### src/rtl/msm_sequential_controller_if.sv
// Curve types and the controller bus: job request, point/scalar memory,
// and the Reset/Done handshakes of the multiplier and point adder.
package elliptic_curve_structs;
  parameter int COORD_W = 16;
  parameter int SCALAR_WIDTH = 16;

  typedef struct packed {
    logic [COORD_W-1:0] x;
    logic [COORD_W-1:0] y;
  } curve_point_t;

  parameter curve_point_t inf_point = '{x: '0, y: '0};
endpackage

interface msm_sequential_controller_if
  import elliptic_curve_structs::*;
#(
  parameter int N_MAX = 16,
  parameter int ADDR_W = $clog2(N_MAX)
);
  logic                    Start;
  logic [ADDR_W:0]         N;
  logic                    mem_rd_en;
  logic [ADDR_W-1:0]       mem_addr;
  curve_point_t            mem_point;
  logic [SCALAR_WIDTH-1:0] mem_scalar;
  logic                    Busy;
  logic                    Done;
  curve_point_t            R;

  logic                    mul_reset;
  curve_point_t            mul_point;
  logic [SCALAR_WIDTH-1:0] mul_scalar;
  logic                    mul_done;
  curve_point_t            mul_result;

  logic                    add_reset;
  curve_point_t            add_p;
  curve_point_t            add_q;
  logic                    add_done;
  curve_point_t            add_sum;

  modport master (
    input  Start, N, mem_point, mem_scalar,
    input  mul_done, mul_result, add_done, add_sum,
    output mem_rd_en, mem_addr, Busy, Done, R,
    output mul_reset, mul_point, mul_scalar,
    output add_reset, add_p, add_q
  );

  modport slave (
    output Start, N, mem_point, mem_scalar,
    output mul_done, mul_result, add_done, add_sum,
    input  mem_rd_en, mem_addr, Busy, Done, R,
    input  mul_reset, mul_point, mul_scalar,
    input  add_reset, add_p, add_q
  );
endinterface

### src/rtl/msm_sequential_controller.sv
// Sequential MSM front end: R = sum k_i * P_i, one term at a time.
// Define MSM_SKIP_ZERO_EN to skip terms whose scalar is zero.
module msm_sequential_controller
  import elliptic_curve_structs::*;
#(
  parameter int N_MAX = 16,
  parameter int ADDR_W = $clog2(N_MAX)
) (
  input logic clk,
  input logic Reset,
  msm_sequential_controller_if.master bus
);
  typedef enum logic [3:0] {
    IDLE, FETCH, WAIT_RD, MUL_START, MUL_WAIT,
    ADD_START, ADD_WAIT, NEXT, FINISH
  } state_t;

  localparam logic [ADDR_W:0] NMAX_W = (ADDR_W+1)'(N_MAX);

  state_t state, state_nx;
  logic [ADDR_W:0] i_q, n_q, n_clamp, i_inc;
  curve_point_t p_q, t_q, acc_q, r_q;
  logic [SCALAR_WIDTH-1:0] k_q;
  logic acc_inf, busy_q, done_q;
  logic skip_term;

  assign n_clamp = (bus.N > NMAX_W) ? NMAX_W : bus.N;
  assign i_inc = i_q + (ADDR_W+1)'(1);

`ifdef MSM_SKIP_ZERO_EN
  assign skip_term = (bus.mem_scalar == '0);
`else
  assign skip_term = 1'b0;
`endif

  always_comb begin
    state_nx = state;
    unique case (state)
      IDLE:
        if (bus.Start)
          state_nx = (n_clamp == '0) ? FINISH : FETCH;
      FETCH:     state_nx = WAIT_RD;
      WAIT_RD:   state_nx = skip_term ? NEXT : MUL_START;
      MUL_START: state_nx = MUL_WAIT;
      MUL_WAIT:
        if (bus.mul_done)
          state_nx = acc_inf ? NEXT : ADD_START;
      ADD_START: state_nx = ADD_WAIT;
      ADD_WAIT:
        if (bus.add_done) state_nx = NEXT;
      NEXT:
        state_nx = (i_inc == n_q) ? FINISH : FETCH;
      FINISH:    state_nx = IDLE;
      default:   state_nx = IDLE;
    endcase
  end

  always_ff @(posedge clk) begin
    if (Reset) state <= IDLE;
    else       state <= state_nx;
  end

  // The first product is loaded straight into acc; it is never added to infinity.
  always_ff @(posedge clk) begin
    if (Reset) begin
      i_q     <= '0;
      n_q     <= '0;
      p_q     <= inf_point;
      k_q     <= '0;
      t_q     <= inf_point;
      acc_q   <= inf_point;
      acc_inf <= 1'b1;
      r_q     <= inf_point;
      busy_q  <= 1'b0;
      done_q  <= 1'b0;
    end else begin
      unique case (state)
        IDLE:
          if (bus.Start) begin
            n_q     <= n_clamp;
            i_q     <= '0;
            busy_q  <= 1'b1;
            done_q  <= 1'b0;
            acc_q   <= inf_point;
            acc_inf <= 1'b1;
          end
        WAIT_RD: begin
          p_q <= bus.mem_point;
          k_q <= bus.mem_scalar;
        end
        MUL_WAIT:
          if (bus.mul_done) begin
            t_q <= bus.mul_result;
            if (acc_inf) begin
              acc_q   <= bus.mul_result;
              acc_inf <= 1'b0;
            end
          end
        ADD_WAIT:
          if (bus.add_done) acc_q <= bus.add_sum;
        NEXT: i_q <= i_inc;
        FINISH: begin
          r_q    <= acc_q;
          done_q <= 1'b1;
          busy_q <= 1'b0;
        end
        default: ;
      endcase
    end
  end

  assign bus.mem_rd_en  = (state == FETCH);
  assign bus.mem_addr   = i_q[ADDR_W-1:0];
  assign bus.mul_reset  = Reset | (state == MUL_START);
  assign bus.add_reset  = Reset | (state == ADD_START);
  assign bus.mul_point  = p_q;
  assign bus.mul_scalar = k_q;
  assign bus.add_p      = acc_q;
  assign bus.add_q      = t_q;
  assign bus.Busy       = busy_q;
  assign bus.Done       = done_q;
  assign bus.R          = r_q;
endmodule

### src/flat_wrapper.sv
// flat-port wrapper written by rule: the top's interface ports become plain ports
module msm_sequential_controller_flat import elliptic_curve_structs::*;
#(
  parameter int N_MAX = 16,
  parameter int ADDR_W = $clog2(N_MAX)
)
  (clk, Reset, bus_Start, bus_N, bus_mem_point, bus_mem_scalar, bus_mul_done, bus_mul_result, bus_add_done, bus_add_sum, bus_mem_rd_en, bus_mem_addr, bus_Busy, bus_Done, bus_R, bus_mul_reset, bus_mul_point, bus_mul_scalar, bus_add_reset, bus_add_p, bus_add_q);
  msm_sequential_controller_if #(.N_MAX(N_MAX), .ADDR_W(ADDR_W)) bus_i ();
  input logic clk;
  input logic Reset;
  input wire logic [$bits(bus_i.Start)-1:0] bus_Start;
  input wire logic [$bits(bus_i.N)-1:0] bus_N;
  input wire logic [$bits(bus_i.mem_point)-1:0] bus_mem_point;
  input wire logic [$bits(bus_i.mem_scalar)-1:0] bus_mem_scalar;
  input wire logic [$bits(bus_i.mul_done)-1:0] bus_mul_done;
  input wire logic [$bits(bus_i.mul_result)-1:0] bus_mul_result;
  input wire logic [$bits(bus_i.add_done)-1:0] bus_add_done;
  input wire logic [$bits(bus_i.add_sum)-1:0] bus_add_sum;
  output wire logic [$bits(bus_i.mem_rd_en)-1:0] bus_mem_rd_en;
  output wire logic [$bits(bus_i.mem_addr)-1:0] bus_mem_addr;
  output wire logic [$bits(bus_i.Busy)-1:0] bus_Busy;
  output wire logic [$bits(bus_i.Done)-1:0] bus_Done;
  output wire logic [$bits(bus_i.R)-1:0] bus_R;
  output wire logic [$bits(bus_i.mul_reset)-1:0] bus_mul_reset;
  output wire logic [$bits(bus_i.mul_point)-1:0] bus_mul_point;
  output wire logic [$bits(bus_i.mul_scalar)-1:0] bus_mul_scalar;
  output wire logic [$bits(bus_i.add_reset)-1:0] bus_add_reset;
  output wire logic [$bits(bus_i.add_p)-1:0] bus_add_p;
  output wire logic [$bits(bus_i.add_q)-1:0] bus_add_q;
  assign bus_i.Start = bus_Start;
  assign bus_i.N = bus_N;
  assign bus_i.mem_point = bus_mem_point;
  assign bus_i.mem_scalar = bus_mem_scalar;
  assign bus_i.mul_done = bus_mul_done;
  assign bus_i.mul_result = bus_mul_result;
  assign bus_i.add_done = bus_add_done;
  assign bus_i.add_sum = bus_add_sum;
  assign bus_mem_rd_en = bus_i.mem_rd_en;
  assign bus_mem_addr = bus_i.mem_addr;
  assign bus_Busy = bus_i.Busy;
  assign bus_Done = bus_i.Done;
  assign bus_R = bus_i.R;
  assign bus_mul_reset = bus_i.mul_reset;
  assign bus_mul_point = bus_i.mul_point;
  assign bus_mul_scalar = bus_i.mul_scalar;
  assign bus_add_reset = bus_i.add_reset;
  assign bus_add_p = bus_i.add_p;
  assign bus_add_q = bus_i.add_q;
  msm_sequential_controller #(.N_MAX(N_MAX), .ADDR_W(ADDR_W)) u_core (.clk(clk), .Reset(Reset), .bus(bus_i));
endmodule
### config.mk
export PLATFORM = sky130hd
export DESIGN_NAME = msm_sequential_controller_flat
export DESIGN_NICKNAME = d
export VERILOG_FILES = /design/src/rtl/msm_sequential_controller_if.sv /design/src/rtl/msm_sequential_controller.sv /design/src/flat_wrapper.sv
export SDC_FILE = /design/constraint.sdc
export NUM_CORES = 1
export LEC_CHECK = 0
export ABC_AREA = 1
export ABC_CLOCK_PERIOD_IN_PS = 1600
export CORE_MARGIN = 4
export CORE_UTILIZATION = 35
export CTS_CLUSTER_SIZE = 10
export DETAILED_ROUTE_END_ITERATION = 10
export PLACE_DENSITY = 0.75
export SETUP_SLACK_MARGIN = 0.15
export SYNTH_ARGS = -nofsm -noshare
export SYNTH_HDL_FRONTEND = slang
export SYNTH_SLANG_ARGS = --single-unit
### constraint.sdc
create_clock -name clk -period 1.6 [get_ports clk]
set_input_delay 0.32 -clock clk [delete_from_list [all_inputs] [get_ports clk]]
set_output_delay 0.32 -clock clk [all_outputs]
set_load 0.03 [all_outputs]
Figure 1. The clock network.
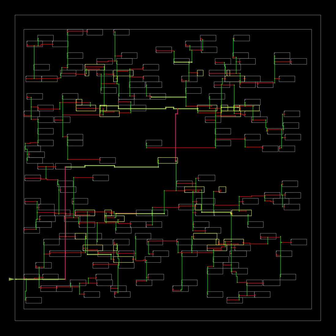
clock network power: 3.89 mW
Clock Sinks: 161

Figure 2. Sequential cells grouped by signal name.
Scale bar: 50 um. Other sequential cells in the stronger grey, the rest of the logic in the fainter grey.
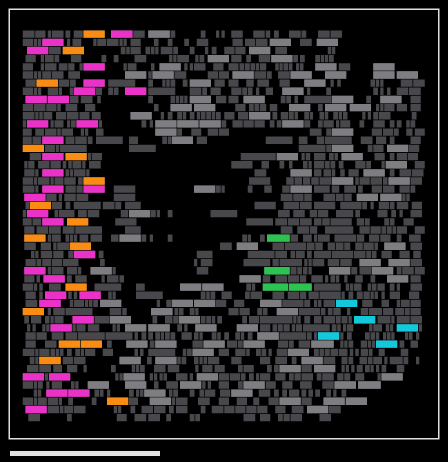
green -> `u_core.state`  # sequential cells 4
cyan -> `u_core.n_q`  # sequential cells 5, where lower right
magenta -> `u_core.bus.mul_point`  # sequential cells 32, where a vertical strip on the left
orange -> `u_core.bus.mul_scalar`  # sequential cells 16

==> reports/qor.txt <==
Status: finished with violations
Failing checks: negative setup slack
Worst reg2reg setup slack: -0.08 ns
DIE WIDTH: 143 um
Final-layout fill cell count: 1426
Synth area leader: dfxtp_1
WL final: 24.8 mm
Synthesized instance count: 822
CP startpoint: u_core.state[0]
Final WS setup: -0.148 ns
CTS Hold Bufs: 0
H-tree Lvls: 4
Fin crit period: 1.75 ns
Endpoints failing setup: 49
Synthesized cell area: 6350 um^2
Clock tree root driver cell: clkbuf_16
Top Layout Cells: nor2_1, dfxtp_1, clkdlybuf4s50_1
YS chip area: 6350 um^2
Log Warnings: 29
Die H: 143 um
Area delta synth->final: 75.2%
Site Rows: 48
Via count: 7043
Top cell excl fill/tap: nor2_1
Count of TritonRoute iterations in the first routing pass: 5
Peak VDD IR: 0.754 mV
Number of routed nets with antenna violations: 0
WS Path Type: reg -> out
Clock transition at path regs: 0.06 ns
Startpoint Class: flip-flop
Placement Cell Area: 9550 um^2
Leak Pwr: 4.23 nW
Hold Path Cell Cnt: 4
CTS tree: yes
Initial DRC Count: 413
Figure 3. Local utilization.
Scale bar: 50 um. The die is cut into 14 by 14 equal tiles; dark purple is low, yellow is high, 0 to 100% covered.
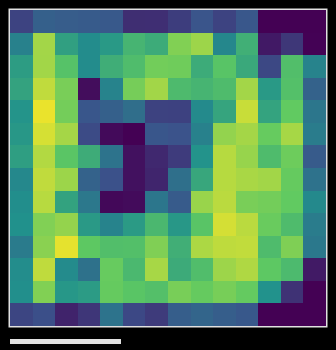
nearly empty tiles = 4.6%
mean over tiles = 53%
densest ninth of the die = middle right

Figure 4. Wiring heat map.
The die is cut into 29 by 29 equal tiles; dark purple is low, yellow is high, scaled to the fullest tile. Values are wire area over tile area, all layers added.
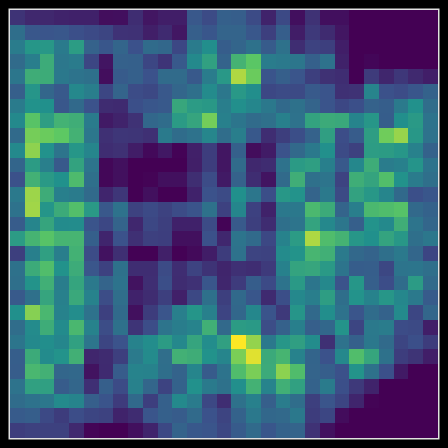
nearly empty tiles = 8.1%
tiles over half the peak = 19%
fullest tile = 0.62
densest ninth of the die = middle right
mean over tiles = 0.20

sequential cells by signal (all words and copies together) (netlist names):
register,cells
u_core.n_q,5
u_core.bus.R,32
u_core.bus.mul_point,32
u_core.i_q,5
u_core.bus.mul_scalar,16
u_core.bus.Busy,1
u_core.bus.add_p,32
u_core.bus.Done,1
u_core.state,4
u_core.acc_inf,1
u_core.bus.add_q,32
what timing repair did:
action,CTS,global route
cloned,1,11
gates resized,528,202
endpoints found under the setup margin,242,184
buffers inserted,13,12
pin swaps,5,43
cells in the mapped netlist:
master / instances
a211oi_1: 3
a21oi_1: 46
a32o_1: 32
buf_2: 20
buf_4: 8
buf_6: 2
clkbuf_1: 36
clkbuf_2: 2
dfxtp_1: 161
ha_1: 1
inv_1: 22
inv_2: 1
nand2_1: 78
nand3_1: 44
nand3b_1: 1
nand4_1: 4
nor2_1: 206
nor2_2: 1
nor2_4: 1
nor3_1: 33
nor4_1: 1
o21ai_0: 110
o21ai_1: 7
o21ai_2: 1
o221ai_4: 1
layer usage:
layer	vias up	track usage	routed length (um)
li1	3397	-	-
met1	3337	0.261	9790
met2	285	0.346	12300
met3	24	0.0887	2310
met4	0	0.0560	352
met5	-	0	0
kinds of logic (layout without fill, tap and decap cells):
family	count (synthesis)	count (layout)	share of synthesized area
DFF	161	161	0.507
AOI/OAI and AO/OA	200	200	0.188
adders and majority gates	1	1	0.00197
buffers and inverters	91	415	0.0652
and+or+nand+nor	369	369	0.237
final cells by class:
| class | count | area (um^2) | area share |
|---|---|---|---|
| Clock buffer | 20 | 447 | 0.0401 |
| Clock inverter | 12 | 110 | 0.00989 |
| Inverter | 23 | 118 | 0.0106 |
| Multi-Input combinational cell | 570 | 3160 | 0.284 |
| Sequential cell | 161 | 3240 | 0.291 |
| Tap cell | 225 | 282 | 0.0253 |
| Timing Repair Buffer | 360 | 3780 | 0.339 |
through the flow:
stage / setup slack [ns] / utilization
final: -0.148 / 0.635
after floorplan: 0.148 / -
after global placement: -0.144 / 0.545
after detailed placement: -0.238 / 0.545
after global routing: -0.193 / 0.635
after CTS: -0.126 / 0.597
critical path, delay by kind of cell, from the launching register on:
kind	cells	cell delay [ns]
simple gates	1	0.24
flops	1	0.41
buf+inv	2	0.36
how the worst max path moves through the flow:
stage	end	cells past startpoint
final	bus_mem_rd_en	3
after global routing	u_core.bus.add_p[17]	11
after CTS	bus_mem_rd_en	3
after detailed placement	u_core.bus.add_p[22]	6
after global placement	u_core.bus.add_p[28]	6
after floorplan	bus_add_reset	6
power breakdown:
group | switching, mW | internal, mW | leakage [nW]
clock network | 1.70 | 2.19 | 0.263
logic | 3.04 | 2.17 | 2.65
registers | 0.450 | 4.57 | 1.31
total | 5.19 | 8.93 | 4.23
Power is estimated from default activity; no workload was simulated.
